### Signal wires by layer, run 1

Drawn at 1.5 px/um.
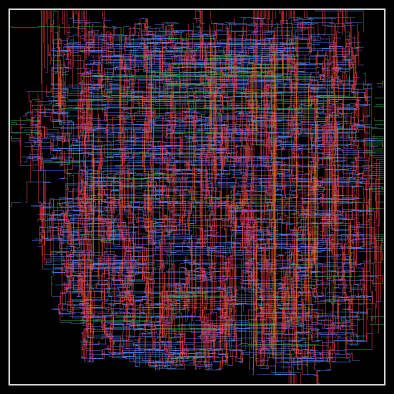
### Clock distribution, run 1

Drawn at 1 px/um.
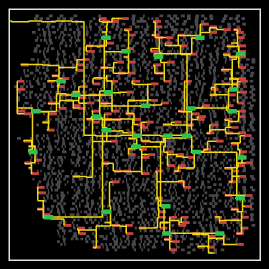
### Track usage over the die, run 1

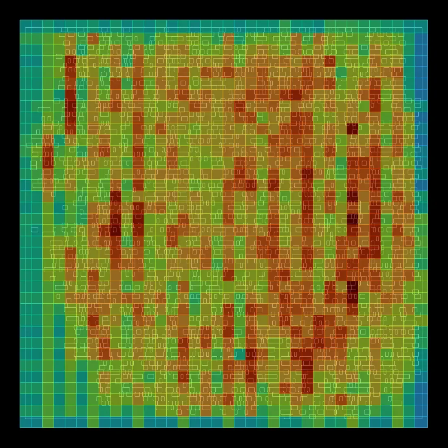
### config.mk
export PLATFORM = sky130hd
export DESIGN_NAME = muldiv_unit_flat
export DESIGN_NICKNAME = d
export VERILOG_FILES = /design/src/rtl/muldiv_pkg.sv /design/src/rtl/muldiv_if.sv /design/src/rtl/muldiv_step.sv /design/src/rtl/muldiv_unit.sv /design/src/flat_wrapper.sv
export SDC_FILE = /design/constraint.sdc
export NUM_CORES = 1
export LEC_CHECK = 0
export CAP_MARGIN = 30
export CELL_PAD_IN_SITES_DETAIL_PLACEMENT = 2
export CELL_PAD_IN_SITES_GLOBAL_PLACEMENT = 2
export CORE_MARGIN = 3
export CORE_UTILIZATION = 28
export CTS_BUF_LIST = sky130_fd_sc_hd__clkbuf_8 sky130_fd_sc_hd__clkbuf_16
export DETAILED_ROUTE_END_ITERATION = 10
export PLACE_DENSITY_LB_ADDON = 0.1
export SLEW_MARGIN = 20
export SYNTH_ARGS = -nofsm -noshare
export SYNTH_HDL_FRONTEND = slang
export SYNTH_SLANG_ARGS = --single-unit
### constraint.sdc
create_clock -name Clk -period 4.3 [get_ports Clk]
set_input_delay 0.43 -clock Clk [delete_from_list [all_inputs] [get_ports Clk]]
set_output_delay 0.43 -clock Clk [all_outputs]
set_load 0.02 [all_outputs]
### src/rtl/muldiv_pkg.sv
// muldiv_pkg: shared op codes, FSM state codes and width defaults
// for the iterative HI/LO multiply/divide unit.
package muldiv_pkg;

  localparam int WIDTH_DEF = 32;
  localparam int CNT_W_DEF = 5;

  localparam logic [2:0] OP_MULT  = 3'd0;
  localparam logic [2:0] OP_MULTU = 3'd1;
  localparam logic [2:0] OP_DIV   = 3'd2;
  localparam logic [2:0] OP_DIVU  = 3'd3;
  localparam logic [2:0] OP_MTHI  = 3'd4;
  localparam logic [2:0] OP_MTLO  = 3'd5;

  localparam logic [1:0] S_IDLE = 2'd0;
  localparam logic [1:0] S_CALC = 2'd1;
  localparam logic [1:0] S_FIN  = 2'd2;

endpackage

### src/rtl/muldiv_if.sv
// muldiv_if: EX-stage bundle to the mul/div unit.
// master drives Start/Op/A/B/Rd_HiLo; slave returns Busy/Stall/HI/LO.
interface muldiv_if
  import muldiv_pkg::*;
#(
  parameter int WIDTH = WIDTH_DEF
);
  logic             Start;
  logic [2:0]       Op;
  logic [WIDTH-1:0] A;
  logic [WIDTH-1:0] B;
  logic             Rd_HiLo;
  logic             Busy;
  logic             Stall;
  logic [WIDTH-1:0] HI;
  logic [WIDTH-1:0] LO;

  modport master (
    output Start, Op, A, B, Rd_HiLo,
    input  Busy, Stall, HI, LO
  );

  modport slave (
    input  Start, Op, A, B, Rd_HiLo,
    output Busy, Stall, HI, LO
  );

endinterface

### src/rtl/muldiv_step.sv
// muldiv_step: one combinational iteration (shift-add or restoring
// subtract). in: is_div, acc, lo, m; out: acc_nx, lo_nx.
module muldiv_step #(
  parameter int WIDTH = 32
) (
  input  logic             is_div,
  input  logic [WIDTH-1:0] acc,
  input  logic [WIDTH-1:0] lo,
  input  logic [WIDTH-1:0] m,
  output logic [WIDTH-1:0] acc_nx,
  output logic [WIDTH-1:0] lo_nx
);

  logic [WIDTH:0]   sum;
  logic [WIDTH:0]   shl;
  logic [WIDTH-1:0] dif;
  logic             ge;

  always_comb begin
    sum = {1'b0, acc} + (lo[0] ? {1'b0, m} : '0);
    shl = {acc, lo[WIDTH-1]};
    ge  = shl >= {1'b0, m};
    // true difference is below m when ge, so W bits suffice
    dif = shl[WIDTH-1:0] - m;
    acc_nx = sum[WIDTH:1];
    lo_nx  = {sum[0], lo[WIDTH-1:1]};
    if (is_div) begin
      acc_nx = ge ? dif : shl[WIDTH-1:0];
      lo_nx  = {lo[WIDTH-2:0], ge};
    end
  end

endmodule

### src/rtl/muldiv_unit.sv
// muldiv_unit: 33-cycle MULT/MULTU/DIV/DIVU, 1-cycle MTHI/MTLO, HI/LO.
// ports: Clk, Clr (sync reset), bus (muldiv_if.slave).
module muldiv_unit
  import muldiv_pkg::*;
#(
  parameter int WIDTH = WIDTH_DEF,
  parameter int CNT_W = CNT_W_DEF
) (
  input logic     Clk,
  input logic     Clr,
  muldiv_if.slave bus
);

  logic [1:0]         state;
  logic [CNT_W-1:0]   cnt;
  logic [WIDTH-1:0]   acc;
  logic [WIDTH-1:0]   lo_w;
  logic [WIDTH-1:0]   m;
  logic [WIDTH-1:0]   a_org;
  logic [WIDTH-1:0]   hi_r;
  logic [WIDTH-1:0]   lo_r;
  logic               is_div;
  logic               neg_res;
  logic               neg_rem;
  logic               div_zero;
  logic [WIDTH-1:0]   acc_nx;
  logic [WIDTH-1:0]   lo_nx;
  logic               busy;
  logic               sgn;
  logic               a_neg;
  logic               b_neg;
  logic [WIDTH-1:0]   abs_a;
  logic [WIDTH-1:0]   abs_b;
  logic               go_md;
  logic               go_hi;
  logic               go_lo;
  logic [2*WIDTH-1:0] prod;
  logic [2*WIDTH-1:0] prod_fx;
  logic [WIDTH-1:0]   q_fx;
  logic [WIDTH-1:0]   r_fx;

  // ops 0 and 2 are the signed variants
  assign sgn   = ~bus.Op[0];
  assign a_neg = sgn & bus.A[WIDTH-1];
  assign b_neg = sgn & bus.B[WIDTH-1];
  assign abs_a = a_neg ? -bus.A : bus.A;
  assign abs_b = b_neg ? -bus.B : bus.B;

  assign go_md = bus.Start & ~bus.Op[2];
  assign go_hi = bus.Start & (bus.Op == OP_MTHI);
  assign go_lo = bus.Start & (bus.Op == OP_MTLO);

  assign prod    = {acc, lo_w};
  assign prod_fx = neg_res ? -prod : prod;
  assign q_fx    = neg_res ? -lo_w : lo_w;
  assign r_fx    = neg_rem ? -acc : acc;

  assign busy      = (state != S_IDLE);
  assign bus.Busy  = busy;
  assign bus.Stall = busy & (bus.Start | bus.Rd_HiLo);
  assign bus.HI    = hi_r;
  assign bus.LO    = lo_r;

  muldiv_step #(
    .WIDTH (WIDTH)
  ) u_step (
    .is_div (is_div),
    .acc    (acc),
    .lo     (lo_w),
    .m      (m),
    .acc_nx (acc_nx),
    .lo_nx  (lo_nx)
  );

  always_ff @(posedge Clk) begin
    if (Clr) begin
      state    <= S_IDLE;
      cnt      <= '0;
      acc      <= '0;
      lo_w     <= '0;
      m        <= '0;
      a_org    <= '0;
      hi_r     <= '0;
      lo_r     <= '0;
      is_div   <= 1'b0;
      neg_res  <= 1'b0;
      neg_rem  <= 1'b0;
      div_zero <= 1'b0;
    end else begin
      unique case (state)
        S_IDLE: begin
          unique case (1'b1)
            go_md: begin
              state    <= S_CALC;
              cnt      <= '0;
              acc      <= '0;
              is_div   <= bus.Op[1];
              // lo_w holds the multiplier or the dividend
              lo_w     <= bus.Op[1] ? abs_a : abs_b;
              m        <= bus.Op[1] ? abs_b : abs_a;
              neg_res  <= a_neg ^ b_neg;
              neg_rem  <= a_neg;
              div_zero <= bus.Op[1] & (bus.B == '0);
              a_org    <= bus.A;
            end
            go_hi:   hi_r <= bus.A;
            go_lo:   lo_r <= bus.A;
            default: ;
          endcase
        end
        S_CALC: begin
          acc  <= acc_nx;
          lo_w <= lo_nx;
          if (cnt == CNT_W'(WIDTH - 1)) begin
            state <= S_FIN;
            cnt   <= '0;
          end else begin
            cnt <= cnt + 1'b1;
          end
        end
        S_FIN: begin
          state <= S_IDLE;
          if (is_div) begin
            hi_r <= div_zero ? a_org : r_fx;
            lo_r <= div_zero ? '1 : q_fx;
          end else begin
            hi_r <= prod_fx[2*WIDTH-1:WIDTH];
            lo_r <= prod_fx[WIDTH-1:0];
          end
        end
        default: state <= S_IDLE;
      endcase
    end
  end

endmodule

### src/flat_wrapper.sv
// flat-port wrapper written by rule: the top's interface ports become plain ports
module muldiv_unit_flat import muldiv_pkg::*;
#(
  parameter int WIDTH = WIDTH_DEF,
  parameter int CNT_W = CNT_W_DEF
)
  (Clk, Clr, bus_Start, bus_Op, bus_A, bus_B, bus_Rd_HiLo, bus_Busy, bus_Stall, bus_HI, bus_LO);
  muldiv_if #(.WIDTH(WIDTH)) bus_i ();
  input logic Clk;
  input logic Clr;
  input wire logic [$bits(bus_i.Start)-1:0] bus_Start;
  input wire logic [$bits(bus_i.Op)-1:0] bus_Op;
  input wire logic [$bits(bus_i.A)-1:0] bus_A;
  input wire logic [$bits(bus_i.B)-1:0] bus_B;
  input wire logic [$bits(bus_i.Rd_HiLo)-1:0] bus_Rd_HiLo;
  output wire logic [$bits(bus_i.Busy)-1:0] bus_Busy;
  output wire logic [$bits(bus_i.Stall)-1:0] bus_Stall;
  output wire logic [$bits(bus_i.HI)-1:0] bus_HI;
  output wire logic [$bits(bus_i.LO)-1:0] bus_LO;
  assign bus_i.Start = bus_Start;
  assign bus_i.Op = bus_Op;
  assign bus_i.A = bus_A;
  assign bus_i.B = bus_B;
  assign bus_i.Rd_HiLo = bus_Rd_HiLo;
  assign bus_Busy = bus_i.Busy;
  assign bus_Stall = bus_i.Stall;
  assign bus_HI = bus_i.HI;
  assign bus_LO = bus_i.LO;
  muldiv_unit #(.WIDTH(WIDTH), .CNT_W(CNT_W)) u_core (.Clk(Clk), .Clr(Clr), .bus(bus_i));
endmodule
==> run notes, run 1 <==
## Power and ir drop
• power density cells: 307 nW/um^2
• internal power consumption: 0.00396 W
• NetSw: 0.00212 W
• maximum resistive drop on vdd: 0.000321 V
• part of the power in registers: 33.9%

## Cells and area
• most common logic cells in the final layout: sky130_fd_sc_hd__nand2_1, sky130_fd_sc_hd__a21oi_1, sky130_fd_sc_hd__dfxtp_1
• Register Area: 4070 sq um
• total number of nets in the final design: 2,397
• Logic area: 11,400 sq um
• leading cell type in the layout, fill and taps excluded: sky130_fd_sc_hd__nand2_1
• post-synthesis to final-layout area growth: 19.4%
• proportion of layout cells with a drive suffix above 1: 8.00%
• final cell area excluding filler cells: 19,800 sq um

## Logic synthesis
• top cells by count: sky130_fd_sc_hd__nand2_1, sky130_fd_sc_hd__a21oi_1, sky130_fd_sc_hd__dfxtp_1
• simple logic cell fraction of the synthesized area: 18.2%
• total number of yosys warnings: 0
• Synth Area per Inst: 7.60 sq um
• Post-synth seq share: 24.5%
• top post-synthesis cells by area: sky130_fd_sc_hd__dfxtp_1, sky130_fd_sc_hd__mux2i_1, sky130_fd_sc_hd__a21oi_1
• Netlist cell types: 79
• number of nets in the synthesized netlist: 2,325
• async set or reset register ratio after synthesis: 0%
• post-synth design cell area: 16,600 sq um
• Registers, synthesis: 203
• cell count after synthesis: 2,182
• # Cells Yosys: 2,182
• leading area contributor after synthesis: sky130_fd_sc_hd__dfxtp_1
• area of the synthesized netlist per yosys stat: 16,600 sq um
• XOR/XNOR share of the synthesized area: 10.6%
• most numerous cell in the Yosys netlist: sky130_fd_sc_hd__nand2_1
• main flop type: sky130_fd_sc_hd__dfxtp_1
• count of library flops with an enable pin: 0
• area fraction in full adders, half adders and majority gates: 5.52%
• post-synthesis compound-gate area fraction: 27.0%
• multiplexer share of the synthesized area: 7.26%

## Setup path
• peak fanout along the critical path: 10
• reg2reg end: u_core.acc[31]
• critical path endpoint category: flop
• Worst Path Required: 4780 ps
• start point of the critical path: u_core.acc[2]
• stage delay of the slowest cell on the critical path: 680 ps
• critical path data arrival time: 4410 ps
• Crit-path slowest cell: sky130_fd_sc_hd__dfxtp_1
• Worst Setup Start Kind: flop
• critical register-to-register path startpoint: u_core.acc[2]
• slack of the worst reg-to-reg path: 360 ps
• number of buffers and inverters on the critical path: 0
• worst setup path category: reg -> reg
• Critical Path, Cell by Cell: ha_1, o21a_1, o31a_1, o31a_1, a211oi_1, o21ai_0, or2_2, a211oi_1, xor2_1, nor3_1, or3_1

## Die
• die height: 249 um
• Die Width: 249 um
• core footprint: 58,100 sq um
• floorplan row count: 88
• area of the die: 62,200 sq um
• initial core utilization: 28.5%

## Timing
• maximum frequency from static timing analysis: 254 MHz
• count of final setup violators: 0
• total negative slack for setup checks: 0 ps
• RSZ-0062 raised after global routing: no
• number of slew-limit violations in the final report: 0
• final hold violation count: 0
• relative max-transition margin: 37.1%

## Clock tree
• number of gates resized after CTS: 0
• quantity of hold-fixing buffers added after cts: 0
• number of sinks handled by clock tree synthesis: 203
• register clock-pin slew on the reported worst setup and hold paths: 60 ps
• setup fix buffers added after clock tree synthesis: 0
• CTS tree: built
• CTS HTree Levels: 1

## Global route
• via count of the first global-routing pass: 18,116
• global-route wire length before repair: 122 mm
• initial antenna violation count: 4

## Worst hold path
• worst hold path cell count: 2
• Hold Crit Endpoint: u_core.cnt[0]
• beginning of the worst hold path: Clr
• classification of the worst-slack hold path: in -> reg

## Placed design
• cell area after placement: 18,800 sq um
• half-perimeter wire length of the detailed placement result: 64.3 mm
• count of input and output buffers: 136

## Detailed routing
• First DRT Iteration DRCs: 1,058
• Post-Route WL: 83.0 mm
• number of antenna-violating nets in the routed design: 0
• residual DRC count: 0

## Job
• number of warning messages in the logs: 26

## Outcome
• result of the run: completed

Notes on 'Signal wires by layer' above:
| colour | layer | wire length |
|---|---|---|
| green | M3 | 3,640 um |
| blue | M1 | 37.8 mm |
| red | M2 | 38.1 mm |
| orange | M4 | 3,450 um |
via count: 17,292
wire length per cell after detailed routing: 27.2 um

Notes on 'Clock distribution' above:
[red] flip-flops | count: 203
[green] clock-net drivers | count: 28
[yellow] clock wires | length: 4,060 um
routed clock nets: 29
Clock Power Share: 40.6%
clock network latency to the later pin of the worst-skew pair: 590 ps
worst-case clock skew: 35.6 ps
power dissipated in the clock network: 0.00247 W

Notes on 'Track usage over the die' above:
GR Util All Layers: 25.7%
met1 track demand over resource in global routing: 34.5%
met3 demand-to-capacity share in global routing: 3.19%
final core utilization: 34.1%
met2 usage: 42.3%

-- run 1: sequential cells by signal (all words and copies together), names as in the netlist --
signal / flops
u_core.a_org: 32
u_core.acc: 32
u_core.bus.HI: 32
u_core.bus.LO: 32
u_core.lo_w: 32
u_core.m: 32
u_core.cnt: 5
u_core.state: 2
u_core.div_zero: 1
u_core.is_div: 1
u_core.neg_rem: 1
u_core.neg_res: 1
-- run 1: stage by stage --
| stage | setup WS [ps] | cells | total power [W] | utilization (%) | hold WS [ps] |
|---|---|---|---|---|---|
| after floorplan | 1100 | 2182 | 0.00298 | - | 431 |
| after global placement | 473 | 2984 | 0.00360 | 32.2 | 441 |
| after global routing | 29.0 | 3042 | 0.00635 | 34.1 | 286 |
| final | 364 | 3046 | 0.00608 | 34.1 | 282 |
| after CTS | 363 | 3039 | 0.00613 | 34.0 | 261 |
| after detailed placement | 379 | 2987 | 0.00363 | 32.3 | 449 |
-- run 1: power groups by stage --
stage	logic [W]	registers [W]	clock network, W
6_report	0.00155	0.00206	0.00247
5_1_grt	0.00167	0.00207	0.00261
4_1_cts	0.00154	0.00206	0.00253
3_5_place_dp	0.00153	0.00210	0
3_3_place_gp	0.00150	0.00210	0
2_1_floorplan	0.000918	0.00206	0
-- run 1: area by class of cell --
class / instances / share of cell area [%]
Sequential cell: 203 / 20.5
Multi-Input combinational cell: 1731 / 57.8
Clock buffer: 37 / 4.16
Inverter: 63 / 1.19
Tap cell: 765 / 4.83
Antenna cell: 5 / 0.0632
Clock inverter: 15 / 0.714
Timing Repair Buffer: 227 / 10.7
-- run 1: layer usage --
layer | vias up | part of all wire, % | GRT usage, %
met5 | - | 0 | 0
met4 | 0 | 4.2 | 9.58
met3 | 109 | 4.4 | 3.19
met2 | 385 | 46 | 42.3
met1 | 8751 | 46 | 34.5
li1 | 8047 | - | -
### Metal 4, run 1

Drawn at 1.5 px/um.
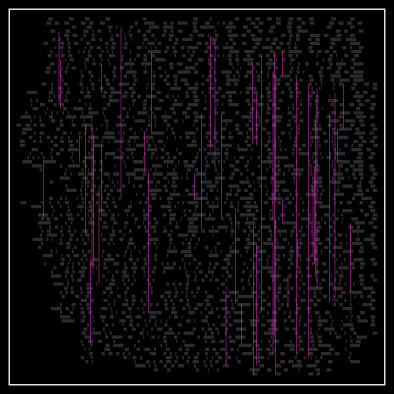

## Run 2: what changed since run 1
--- a/config.mk
+++ b/config.mk
@@ -8,7 +8,6 @@
 export CAP_MARGIN = 30
 export CELL_PAD_IN_SITES_DETAIL_PLACEMENT = 2
 export CELL_PAD_IN_SITES_GLOBAL_PLACEMENT = 2
-export CORE_MARGIN = 3
 export CORE_UTILIZATION = 28
 export CTS_BUF_LIST = sky130_fd_sc_hd__clkbuf_8 sky130_fd_sc_hd__clkbuf_16
 export DETAILED_ROUTE_END_ITERATION = 10
### Metal 4, run 2

Drawn at 1.5 px/um.
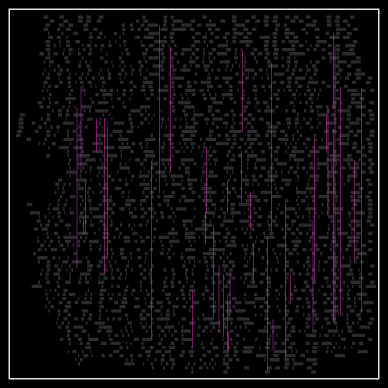
wire length on this layer: 2,560 um
share of all routed wire: 3.1%
main direction: vertical
via count: 17,378
Post-Route WL: 83.8 mm

==> run 2 against run 1 <==
Net effect:
- clock skew decreased by 17 ps
- critical path type unchanged
- worst setup slack improved by 19 ps
- highest routed layer unchanged
- sequential power hardly changed
- via count grew 0.50%
- final cell count hardly changed
- register-to-register slack better by 20 ps
- fmax rose by 0.48%
- first-iteration DRC count up 2.0%
- clock power about the same
- clock-buffer cell count is 2 lower
==> run notes, run 2 <==
## Outcome
• result of the run: completed

## Global route
• largest net degree at the start of global routing: 81
• met3 demand-to-capacity share in global routing: 3.20%, +0.0088 points
• busiest layer in global routing: met2
• Remaining Overflow, GRT: 0
• via count of the first global-routing pass: 18,163, +0.26%
• initial antenna violation count: 0, -4
• global-route wire length before repair: 123 mm, +0.83%
• met2 usage: 45.1%, +2.9 points
• met1 track demand over resource in global routing: 36.7%, +2.2 points

## Clock tree
• clock network latency to the later pin of the worst-skew pair: 590 ps, about the same
• CTS tree: built
• number of sinks handled by clock tree synthesis: 203, unchanged
• total CTS buffers: 28
• CTS HTree Levels: 1, unchanged
• quantity of hold-fixing buffers added after cts: 0, unchanged
• clock root buffer: sky130_fd_sc_hd__clkbuf_16
• setup fix buffers added after clock tree synthesis: 0, unchanged
• number of gates resized after CTS: 0, unchanged
• Max clock buf depth: 3
• register clock-pin slew on the reported worst setup and hold paths: 60 ps, about the same

## Timing
• RSZ-0062 raised after global routing: no
• share of the cycle needed by the critical path after routing: 91.1%
• slew at the pin closest to its max-slew limit: 971 ps
• maximum frequency from static timing analysis: 255 MHz, +0.48%
• final hold violation count: 0, unchanged
• total negative slack for setup checks: 0 ps, unchanged
• count of final setup violators: 0, unchanged
• number of slew-limit violations in the final report: 0, unchanged
• relative max-transition margin: 35.2%, -1.9 points
• clock period minus worst slack: 3920 ps
• worst-case clock skew: 18.6 ps, -16.9 ps
• WHS: 309 ps, +27.4 ps

## Logic synthesis
• post-synth design cell area: 16,600 sq um, unchanged
• most numerous cell in the Yosys netlist: sky130_fd_sc_hd__nand2_1
• Synth Area per Inst: 7.60 sq um, unchanged
• area of the synthesized netlist per yosys stat: 16,600 sq um, unchanged
• Netlist cell types: 79, unchanged
• async set or reset register ratio after synthesis: 0%, unchanged
• count of library flops with an enable pin: 0, unchanged
• leading area contributor after synthesis: sky130_fd_sc_hd__dfxtp_1
• # Cells Yosys: 2,182, unchanged
• Registers, synthesis: 203, unchanged
• cell count after synthesis: 2,182, unchanged
• Post-synth seq share: 24.5%, unchanged
• Dominant cell area share: 24.5%
• number of nets in the synthesized netlist: 2,325, unchanged
• top post-synthesis cells by area: sky130_fd_sc_hd__dfxtp_1, sky130_fd_sc_hd__mux2i_1, sky130_fd_sc_hd__a21oi_1
• top cells by count: sky130_fd_sc_hd__nand2_1, sky130_fd_sc_hd__a21oi_1, sky130_fd_sc_hd__dfxtp_1
• main flop type: sky130_fd_sc_hd__dfxtp_1
• total number of yosys warnings: 0, unchanged

## Setup path
• worst setup path category: reg -> reg
• number of buffers and inverters on the critical path: 2, +2
• delay-heaviest family, CP: AND-OR/OR-AND gates
• critical register-to-register path startpoint: u_core.lo_w[0]
• cell repeated most along the worst path: sky130_fd_sc_hd__o21ai_0
• peak fanout along the critical path: 15, +5
• Critical Path, Cell by Cell: clkinv_1, buf_4, nor2_1, ha_1, and2_1, a2111oi_0, o21ai_0, a41oi_1, a21oi_1, o21ai_0, a31oi_1, xor2_1, a221oi_1, o21ai_0
• stage delay of the slowest cell on the critical path: 480 ps, -200 ps
• Crit-path slowest cell: sky130_fd_sc_hd__dfxtp_1
• Worst Setup Start Kind: flop
• critical path data arrival time: 4370 ps, -40 ps
• Worst Path Required: 4750 ps, -30 ps
• critical path endpoint category: flop
• start point of the critical path: u_core.lo_w[0]

## Power and ir drop
• Final Power: 0.00608 W, about the same
• maximum resistive drop on vdd: 0.000249 V, -22%
• power density cells: 307 nW/um^2, +0.12%
• Leak: 7.45 nW

## Placed design
• half-perimeter wire length of the detailed placement result: 65.2 mm, +1.3%
• count of input and output buffers: 136, unchanged
• Placer Congestion: 0.889

## Detailed routing
• First DRT Iteration DRCs: 1,079, +2.0%
• met2 wirelength from detailed routing: 39.0 mm, +2.4%
• Max Used Layer: met4
• Met1 Wirelength: 38.5 mm, +1.9%
• number of antenna-violating nets in the routed design: 0, unchanged
• detailed-route vias per instance: 5.71
• drt first pass iters: 5
• routed wl met3: 3.71 mm, +1.8%
• residual DRC count: 0, unchanged

## Die
• die height: 245 um, -1.6%
• num ports: 137
• area of the die: 60,200 sq um, -3.2%
• Die Width: 245 um, -1.6%
• core footprint: 58,100 sq um, unchanged
• floorplan row count: 88, unchanged
• initial core utilization: 28.5%, unchanged

## Cells and area
• most common logic cells in the final layout: sky130_fd_sc_hd__nand2_1, sky130_fd_sc_hd__a21oi_1, sky130_fd_sc_hd__dfxtp_1
• leading cell type in the layout, fill and taps excluded: sky130_fd_sc_hd__nand2_1
• total number of nets in the final design: 2,399, +0.083%
• proportion of layout cells with a drive suffix above 1: 8.21%, +0.21 points
• post-synthesis to final-layout area growth: 19.3%, about the same

## Job
• number of warning messages in the logs: 26, unchanged
• count of maximum capacitance violations: 0

## Worst hold path
• classification of the worst-slack hold path: in -> reg
• beginning of the worst hold path: Clr

### Signal wires by layer, run 2

Drawn at 1.5 px/um.
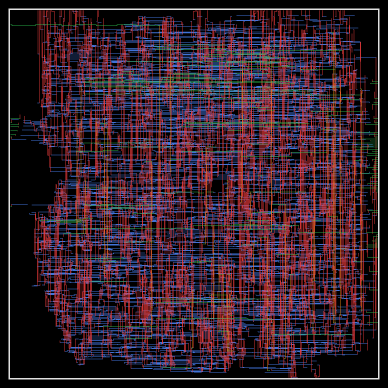
| colour | layer | wire length |
|---|---|---|
| blue | M1 | 38.5 mm |
| orange | M4 | 2,560 um |
| red | M2 | 39.0 mm |
| green | M3 | 3,710 um |
wire length per cell after detailed routing: 27.5 um
GR Util All Layers: 27.2%

## run 2: netlist changes by cell type in the layout (fill, tap and decap cells not counted), sizes merged
cell,change
buf,+2
clkbuf,-2
clkinv,+5
diode,-3
inv,-3
## run 2: power breakdown
| part | internal [W] | switching [W] | leakage, nW |
|---|---|---|---|
| Clock | 0.00144 | 0.00103 | 0.482 |
| Combinational | 0.000548 | 0.00100 | 5.31 |
| Sequential | 0.00196 | 0.000109 | 1.65 |
| Total | 0.00395 | 0.00214 | 7.45 |
## run 2: stage by stage
stage / util, % / std cells / setup slack, ps / instance area [sq um]
floorplan: - / 2182 / 1100 / 16600
global placement: 32.3 / 2988 / 525 / 18700
detailed placement: 32.4 / 2991 / 409 / 18800
CTS: 34.0 / 3043 / 357 / 19800
global route: 34.0 / 3043 / 65.2 / 19800
finish: 34.0 / 3045 / 383 / 19800
## run 2: layout make-up
type / count / area [sq um]
multi-input combinational: 1731 / 11400
inverter: 63 / 236
antenna: 2 / 5.00
sequential: 203 / 4070
clock inverter: 17 / 173
fill: 6667 / 38300
tap: 765 / 957
timing repair buffer: 229 / 2110
clock buffer: 35 / 797
## run 2: logic make-up (layout without fill, tap and decap cells)
family / count (synthesis) / after routing / share of synthesized area (%)
muxes: 120 / 120 / 7.26
buffers and inverters: 248 / 344 / 6.83
and+or+nand+nor: 649 / 649 / 18.2
DFF: 203 / 203 / 24.5
xor gates and xnor gates: 201 / 201 / 10.6
adders and majority gates: 72 / 72 / 5.52
other: 0 / 2 / 0
AOI/OAI and AO/OA: 689 / 689 / 27.0
## run 2: path summary, 6_finish.rpt
path | end | slack (ps) | depth (start not counted)
setup / recovery | u_core.acc[29] | 380 | 14
hold / removal | u_core.m[25] | 310 | 2
setup reg to reg | u_core.acc[29] | 380 | 14
hold reg to reg | u_core.m[4] | 460 | 2
No activity file was given, so power comes from the tool's default toggle rates.
